$ cat config.mk
export PLATFORM = sky130hd
export DESIGN_NAME = ex_muldiv_unit
export DESIGN_NICKNAME = d
export VERILOG_FILES = /design/src/rtl/md_pkg.sv /design/src/rtl/md_iter_core.sv /design/src/rtl/ex_muldiv_unit.sv
export SDC_FILE = /design/constraint.sdc
export NUM_CORES = 1
export LEC_CHECK = 0
export CAP_MARGIN = 20
export CORE_MARGIN = 2
export CORE_UTILIZATION = 63
export CTS_CLUSTER_DIAMETER = 30
export CTS_CLUSTER_SIZE = 10
export DETAILED_ROUTE_END_ITERATION = 8
export PLACE_DENSITY = 0.88
export SLEW_MARGIN = 20
export SYNTH_ARGS = -nofsm -noshare
export SYNTH_HDL_FRONTEND = slang
export SYNTH_SLANG_ARGS = --single-unit
$ cat constraint.sdc
create_clock -name clk -period 9.6 [get_ports clk]
set_input_delay 1.92 -clock clk [delete_from_list [all_inputs] [get_ports clk]]
set_output_delay 1.92 -clock clk [all_outputs]
set_load 0.005 [all_outputs]
$ cat src/rtl/md_pkg.sv
// Shared encodings and helpers for the EX-stage multiply/divide unit.
// Holds op codes, FSM state codes and op-class decode functions.
package md_pkg;

  typedef enum logic [3:0] {
    MD_NONE  = 4'd0,
    MD_MULT  = 4'd1,
    MD_MULTU = 4'd2,
    MD_DIV   = 4'd3,
    MD_DIVU  = 4'd4,
    MD_MFHI  = 4'd5,
    MD_MFLO  = 4'd6,
    MD_MTHI  = 4'd7,
    MD_MTLO  = 4'd8
  } md_op_e;

  typedef enum logic [1:0] {
    ST_IDLE = 2'd0,
    ST_ITER = 2'd1,
    ST_FIX  = 2'd2
  } md_state_e;

  // Iterative ops: MULT, MULTU, DIV, DIVU.
  function automatic logic is_md_arith(input logic [3:0] op);
    return (op >= 4'd1) && (op <= 4'd4);
  endfunction

  // Any op that touches HI/LO (depends on an in-flight result).
  function automatic logic is_md_hilo(input logic [3:0] op);
    return (op >= 4'd1) && (op <= 4'd8);
  endfunction

endpackage

$ cat src/rtl/md_iter_core.sv
// Iterative radix-2 multiply / restoring divide datapath with sign fix-up.
// Ports: clk, i_reset, i_step, i_start (latch operands), i_run (iterate),
// i_div, i_signed, i_a, i_b -> o_last (final iteration), o_hi/o_lo (fixed).
import md_pkg::*;

module md_iter_core #(
  parameter int NB_DATA = 32,
  parameter int NB_CNT  = $clog2(NB_DATA) + 1
) (
  input  logic               clk,
  input  logic               i_reset,
  input  logic               i_step,
  input  logic               i_start,
  input  logic               i_run,
  input  logic               i_div,
  input  logic               i_signed,
  input  logic [NB_DATA-1:0] i_a,
  input  logic [NB_DATA-1:0] i_b,
  output logic               o_last,
  output logic [NB_DATA-1:0] o_hi,
  output logic [NB_DATA-1:0] o_lo
);

  localparam int N = NB_DATA;

  logic [2*N-1:0]    prod_q, prod_d;
  logic [N-1:0]      opnd_q;
  logic [NB_CNT-1:0] cnt_q;
  logic              div_q;
  logic              pneg_q;
  logic              rneg_q;

  logic [N-1:0] abs_a, abs_b;
  logic         b_zero;
  logic         neg_res;
  logic         neg_rem;

  // Operand magnitudes and sign bookkeeping at issue.
  always_comb begin
    abs_a   = (i_signed && i_a[N-1]) ? -i_a : i_a;
    abs_b   = (i_signed && i_b[N-1]) ? -i_b : i_b;
    b_zero  = ~|i_b;
    // Divide by zero keeps the all-ones quotient unsigned.
    neg_res = i_signed & (i_a[N-1] ^ i_b[N-1])
            & ~(i_div & b_zero);
    neg_rem = i_signed & i_a[N-1] & i_div;
  end

  logic [N:0]   mul_sum;
  logic [N:0]   rem_sh;
  logic [N-1:0] rem_df;
  logic         rem_ge;

  // One iteration step of either operation.
  always_comb begin
    mul_sum = {1'b0, prod_q[2*N-1:N]}
            + (prod_q[0] ? {1'b0, opnd_q} : '0);
    rem_sh  = {prod_q[2*N-1:N], prod_q[N-1]};
    rem_ge  = rem_sh >= {1'b0, opnd_q};
    rem_df  = rem_sh[N-1:0] - opnd_q;
    if (div_q) begin
      prod_d = rem_ge
             ? {rem_df, prod_q[N-2:0], 1'b1}
             : {rem_sh[N-1:0], prod_q[N-2:0], 1'b0};
    end else begin
      prod_d = {mul_sum, prod_q[N-1:1]};
    end
  end

  always_ff @(posedge clk) begin
    if (i_reset) begin
      prod_q <= '0;
      opnd_q <= '0;
      cnt_q  <= '0;
      div_q  <= 1'b0;
      pneg_q <= 1'b0;
      rneg_q <= 1'b0;
    end else if (i_step) begin
      if (i_start) begin
        prod_q <= {{N{1'b0}}, (i_div ? abs_a : abs_b)};
        opnd_q <= i_div ? abs_b : abs_a;
        cnt_q  <= NB_CNT'(N);
        div_q  <= i_div;
        pneg_q <= neg_res;
        rneg_q <= neg_rem;
      end else if (i_run) begin
        prod_q <= prod_d;
        cnt_q  <= cnt_q - NB_CNT'(1);
      end
    end
  end

  assign o_last = (cnt_q == NB_CNT'(1));

  logic [2*N-1:0] prod_fix;
  logic [N-1:0]   quo, rem;

  // Sign correction on the finished magnitude result.
  always_comb begin
    prod_fix = pneg_q ? -prod_q : prod_q;
    quo      = pneg_q ? -prod_q[N-1:0] : prod_q[N-1:0];
    rem      = rneg_q ? -prod_q[2*N-1:N]
                      : prod_q[2*N-1:N];
    if (div_q) begin
      o_hi = rem;
      o_lo = quo;
    end else begin
      o_hi = prod_fix[2*N-1:N];
      o_lo = prod_fix[N-1:0];
    end
  end

endmodule

$ cat src/rtl/ex_muldiv_unit.sv
// EX-stage multi-cycle multiply/divide unit with HI/LO registers.
// Ports: clk, i_reset, i_step, i_md_op, i_data_A/B -> o_busy, o_stall,
// o_md_result (MFHI/MFLO data), o_hi, o_lo.
import md_pkg::*;

module ex_muldiv_unit #(
  parameter int NB_DATA = 32,
  parameter int NB_OP   = 4,
  parameter int NB_CNT  = $clog2(NB_DATA) + 1
) (
  input  logic               clk,
  input  logic               i_reset,
  input  logic               i_step,
  input  logic [NB_OP-1:0]   i_md_op,
  input  logic [NB_DATA-1:0] i_data_A,
  input  logic [NB_DATA-1:0] i_data_B,
  output logic               o_busy,
  output logic               o_stall,
  output logic [NB_DATA-1:0] o_md_result,
  output logic [NB_DATA-1:0] o_hi,
  output logic [NB_DATA-1:0] o_lo
);

  md_state_e          state_q;
  logic [NB_DATA-1:0] hi_q, lo_q;
  logic [3:0]         op;
  logic               issue;
  logic               is_div;
  logic               is_sgn;
  logic               core_last;
  logic [NB_DATA-1:0] core_hi, core_lo;

  assign op      = i_md_op[3:0];
  assign o_busy  = (state_q != ST_IDLE);
  assign o_stall = o_busy && is_md_hilo(op);
  assign issue   = (state_q == ST_IDLE)
                && is_md_arith(op);
  assign is_div  = (op == MD_DIV) || (op == MD_DIVU);
  assign is_sgn  = (op == MD_MULT) || (op == MD_DIV);

  md_iter_core #(
    .NB_DATA (NB_DATA),
    .NB_CNT  (NB_CNT)
  ) u_core (
    .clk      (clk),
    .i_reset  (i_reset),
    .i_step   (i_step),
    .i_start  (issue),
    .i_run    (state_q == ST_ITER),
    .i_div    (is_div),
    .i_signed (is_sgn),
    .i_a      (i_data_A),
    .i_b      (i_data_B),
    .o_last   (core_last),
    .o_hi     (core_hi),
    .o_lo     (core_lo)
  );

  always_ff @(posedge clk) begin
    if (i_reset) begin
      state_q <= ST_IDLE;
      hi_q    <= '0;
      lo_q    <= '0;
    end else if (i_step) begin
      unique case (state_q)
        ST_IDLE: begin
          if (issue)
            state_q <= ST_ITER;
          else if (op == MD_MTHI)
            hi_q <= i_data_A;
          else if (op == MD_MTLO)
            lo_q <= i_data_A;
        end
        ST_ITER: begin
          if (core_last)
            state_q <= ST_FIX;
        end
        ST_FIX: begin
          state_q <= ST_IDLE;
          hi_q    <= core_hi;
          lo_q    <= core_lo;
        end
        default: state_q <= ST_IDLE;
      endcase
    end
  end

  always_comb begin
    o_md_result = '0;
    unique case (1'b1)
      (op == MD_MFHI): o_md_result = hi_q;
      (op == MD_MFLO): o_md_result = lo_q;
      default:         o_md_result = '0;
    endcase
  end

  assign o_hi = hi_q;
  assign o_lo = lo_q;

endmodule

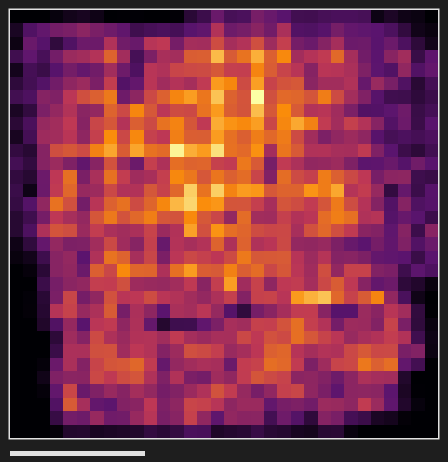
Figure 1: wiring heat map.
Bar = 50 um. 32 x 32 tiles, from black (low) to pale yellow (high), scaled to the fullest tile. Values are wire area over tile area, all layers added.
mean over tiles = 0.39
fullest tile = 0.99
nearly empty tiles = 6.0%
tiles over half the peak = 33%

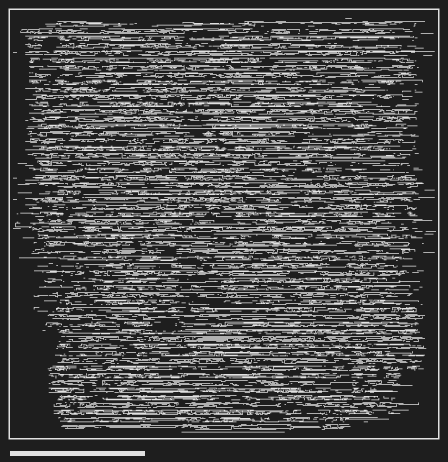
Figure 2: M1 wires.
Bar = 50 um.
wire length on this layer = 21.4 mm
nets with wire on the layer = 2112
main direction = horizontal
share of all routed wire = 39%
longest straight run = 57.5 um
global-route track usage on met1: 0.566
number of vias after detailed routing: 17100

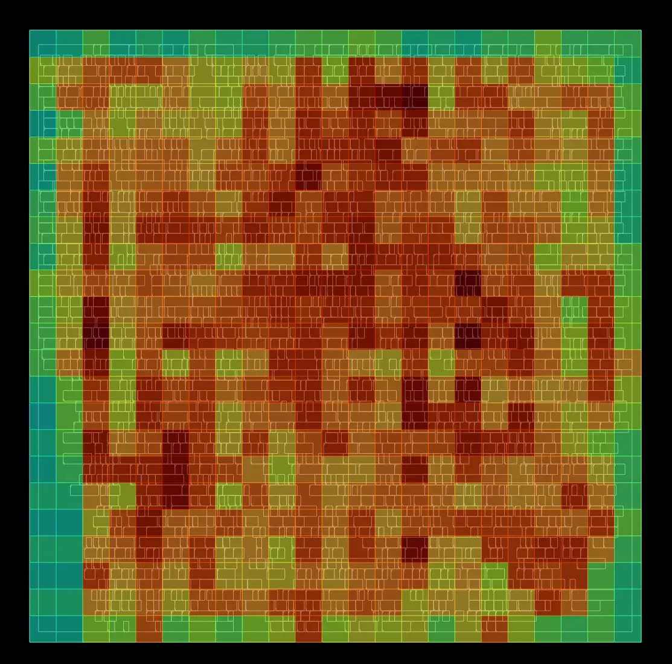
Figure 3: routing congestion.
final core utilization: 0.741
routed wirelength normalized by instance count: 22.1 um
global routing usage on met2: 0.618

==> qor.txt <==
Area of the placeable core -> 0.0235 mm2
Count of flip-flops with a built-in enable after synthesis -> 0
RR Startpoint -> u_core.prod_q[0]$_SDFFE_PP0P_
Mapped Nets -> 2249
Congestion Overflow GR -> 0
Global-route wire length before repair -> 84700 um
Number of remaining DRC errors -> 0
Max Root-Sink Buffers -> 2
Horiz. Die Dim -> 159 um
Area share of the largest cell type after synthesis -> 0.227
Cell area power density -> 114 mW/mm2
Cell count in the Yosys report -> 2106
Worst Hold End -> u_core.opnd_q[10]$_SDFFE_PP0P_
Chip area in the Yosys report -> 0.0151 mm2
Number of standard-cell rows in the floorplan -> 56
Signed area change from the synthesized netlist to the final layout -> 15.3%
Detailed Routing Iterations Pass 1 -> 6
Die area -> 0.0252 mm2
DRT iter0 DRCs -> 2719
Clock latency on the worst-skew pair -> 450 ps
Number of input and output port buffers inserted -> 168
Total negative slack -> 0 ps
Vias per cell -> 6.86
Internal Dissipation -> 0.00127 W
Most instantiated library cell after synthesis -> nand2_1
Share of synthesized area occupied by flip-flops and latches -> 0.227
CTS H-tree depth -> 4
Pins Over Slew Limit -> 0
Combinational group share of total power -> 0.253
Worst reg2reg setup slack -> 5160 ps
CP Class -> in -> out
Minimum clock period after layout -> 6240 ps
Vias in the first global route -> 15300
Number of clock buffers inserted by TritonCTS -> 17
Warnings, synthesis -> 0
Post-route fraction of the period consumed by the critical path -> 0.650
Final setup violation count -> 0
Number of setup buffers added after CTS -> 0
Outcome -> finished clean
Critical path cell sequence -> clkdlybuf4s50_1 > nor2b_1 > nand2_1 > nor2_4 > a22o_1 > clkdlybuf4s50_1
Switching power -> 0.000714 W
Maximum number of pins on one net before global-route repair -> 73
Top flip-flop cell by instance count after synthesis -> dfxtp_1
Sw Ratio -> 0.360
Portion of total power attributed to the clock network -> 0.365
Number of flip-flops and latches in the synthesized netlist -> 171
Total Nets Final -> 2301
Average size of a mapped cell -> 7.17 um2
Startpoint type of the worst setup path -> input port
Unrepaired setup endpoints after global routing -> no
Most frequent cells after synthesis -> nand2_1 (256), a21oi_1 (247), nor2_1 (222), dfxtp_1 (171), clkbuf_1 (139)
Class of the most critical hold timing path -> reg -> reg
Tightest Pin Transition -> 1150 ps
Antenna violations before repair -> 3
Number of warnings the tools reported -> 27
Hold Worst Slack -> 454 ps
Detailed placement HPWL -> 40700 um
Biggest cell delay along the critical path -> 590 ps
Endpoint type of the worst setup path -> output pin
Share of synthesized registers carrying an async set or reset -> 0
Total wirelength of the detailed-routed design -> 55200 um
Sequential power share -> 0.383
Clock sink count -> 171
Final hold violations -> 0
Leak Pwr -> 6.65 nW
Slew HR -> 0.235
Number of inserted filler cells in the final layout -> 1860
Root cell of the clock tree -> clkbuf_16
Synth Instances -> 2106
Top cells by area in the synthesized netlist -> dfxtp_1 (23%), a21oi_1 (8.2%), nand2_1 (6.4%)
Number of primary I/O pins -> 169
Fraction of final layout cells sized beyond drive strength 1 -> 0.0507
Post-synthesis instance area -> 0.0151 mm2
Tally of max-capacitance violations -> 0
Number of cells on the worst reg-to-reg path -> 13
Most frequent cell on the critical path -> clkdlybuf4s50_1
Gates resized, CTS repair -> 0
## power by group through the flow
stage	Combinational, W	Sequential, W	Clock [W]
3_3_place_gp	0.000468	0.000772	0
5_1_grt	0.000534	0.000759	0.000744
4_1_cts	0.000482	0.000756	0.000717
3_5_place_dp	0.000477	0.000773	0
2_1_floorplan	0.000331	0.000760	0
6_report	0.000500	0.000758	0.000722
## critical path: cells and delay by family
family	cells	cell delay, ps
buf+inv	2	1110
simple gates	3	980
compound gates	1	280
## layout make-up
class	count	area (um2)	share of cell area
Multi-Input combinational cell	1716	10900	0.626
Sequential cell	171	3420	0.197
Timing Repair Buffer	185	1810	0.104
Clock buffer	17	425	0.0244
Tap cell	319	399	0.0229
Inverter	67	251	0.0145
Clock inverter	15	196	0.0113
Antenna cell	2	5.00	0.000288
## flip-flops by register name, indices dropped and copies added, names as in the netlist
| name | flops |
|---|---|
| u_core.cnt_q | 6 |
| u_core.pneg_q | 1 |
| o_lo | 32 |
| u_core.rneg_q | 1 |
| o_hi | 32 |
| state_q | 2 |
| u_core.opnd_q | 32 |
| u_core.div_q | 1 |
| u_core.prod_q | 64 |
## how the worst max path moves through the flow
stage	from	endpoint	slack, ps
floorplan	i_md_op[3]	o_md_result[0]	4670
global placement	i_md_op[3]	o_md_result[2]	3240
detailed placement	i_md_op[3]	o_md_result[2]	3070
CTS	i_md_op[3]	o_md_result[2]	3070
global route	i_md_op[3]	o_md_result[2]	3270
finish	i_md_op[3]	o_md_result[2]	3360
## metal layers
| metal | GRT usage | up-vias | routed length, um |
|---|---|---|---|
| li1 | - | 7729 | - |
| met1 | 0.566 | 7906 | 21400 |
| met2 | 0.618 | 1249 | 23200 |
| met3 | 0.0820 | 216 | 7240 |
| met4 | 0.231 | 2 | 3360 |
| met5 | 0 | - | 11 |
## cell families (layout without fill, tap and decap cells)
kind of cell	after synthesis	count (layout)	synth area share
buffers and inverters	219	284	0.0555
adder cells (fa/ha/maj)	72	72	0.0607
multiplexers	39	39	0.0264
AND/OR/NAND/NOR	720	720	0.221
other	0	2	0
XOR/XNOR	173	173	0.100
AND-OR/OR-AND	712	712	0.309
flip-flops	171	171	0.227
## cell usage in the layout, fill, tap and decap left out, drive strengths merged, types with 19 or more instances in the layout
cell type	netlist	layout
nor3	40	40
a22o	35	35
o211ai	22	22
nor4	21	21
a21oi	247	247
mux2i	32	32
o21ai	118	118
inv	67	71
nor2	223	223
xor2	82	82
ha	70	70
nand4	19	19
a31oi	26	26
a21o	36	36
xnor2	91	91
nand2	257	257
o31ai	23	23
clkdlybuf4s50	0	167
nand3	55	55
a211oi	74	74
dfxtp	171	171
## metrics by stage
| stage | cells | setup WS [ps] | power, W | area [um2] |
|---|---|---|---|---|
| final | 2492 | 3360 | 0.00198 | 17400 |
| after global routing | 2492 | 3270 | 0.00204 | 17400 |
| after CTS | 2490 | 3070 | 0.00196 | 17400 |
| after detailed placement | 2458 | 3070 | 0.00125 | 16800 |
| after global placement | 2458 | 3240 | 0.00124 | 16800 |
| after floorplan | 2106 | 4670 | 0.00109 | 15100 |
No activity file was given, so power comes from the tool's default toggle rates.
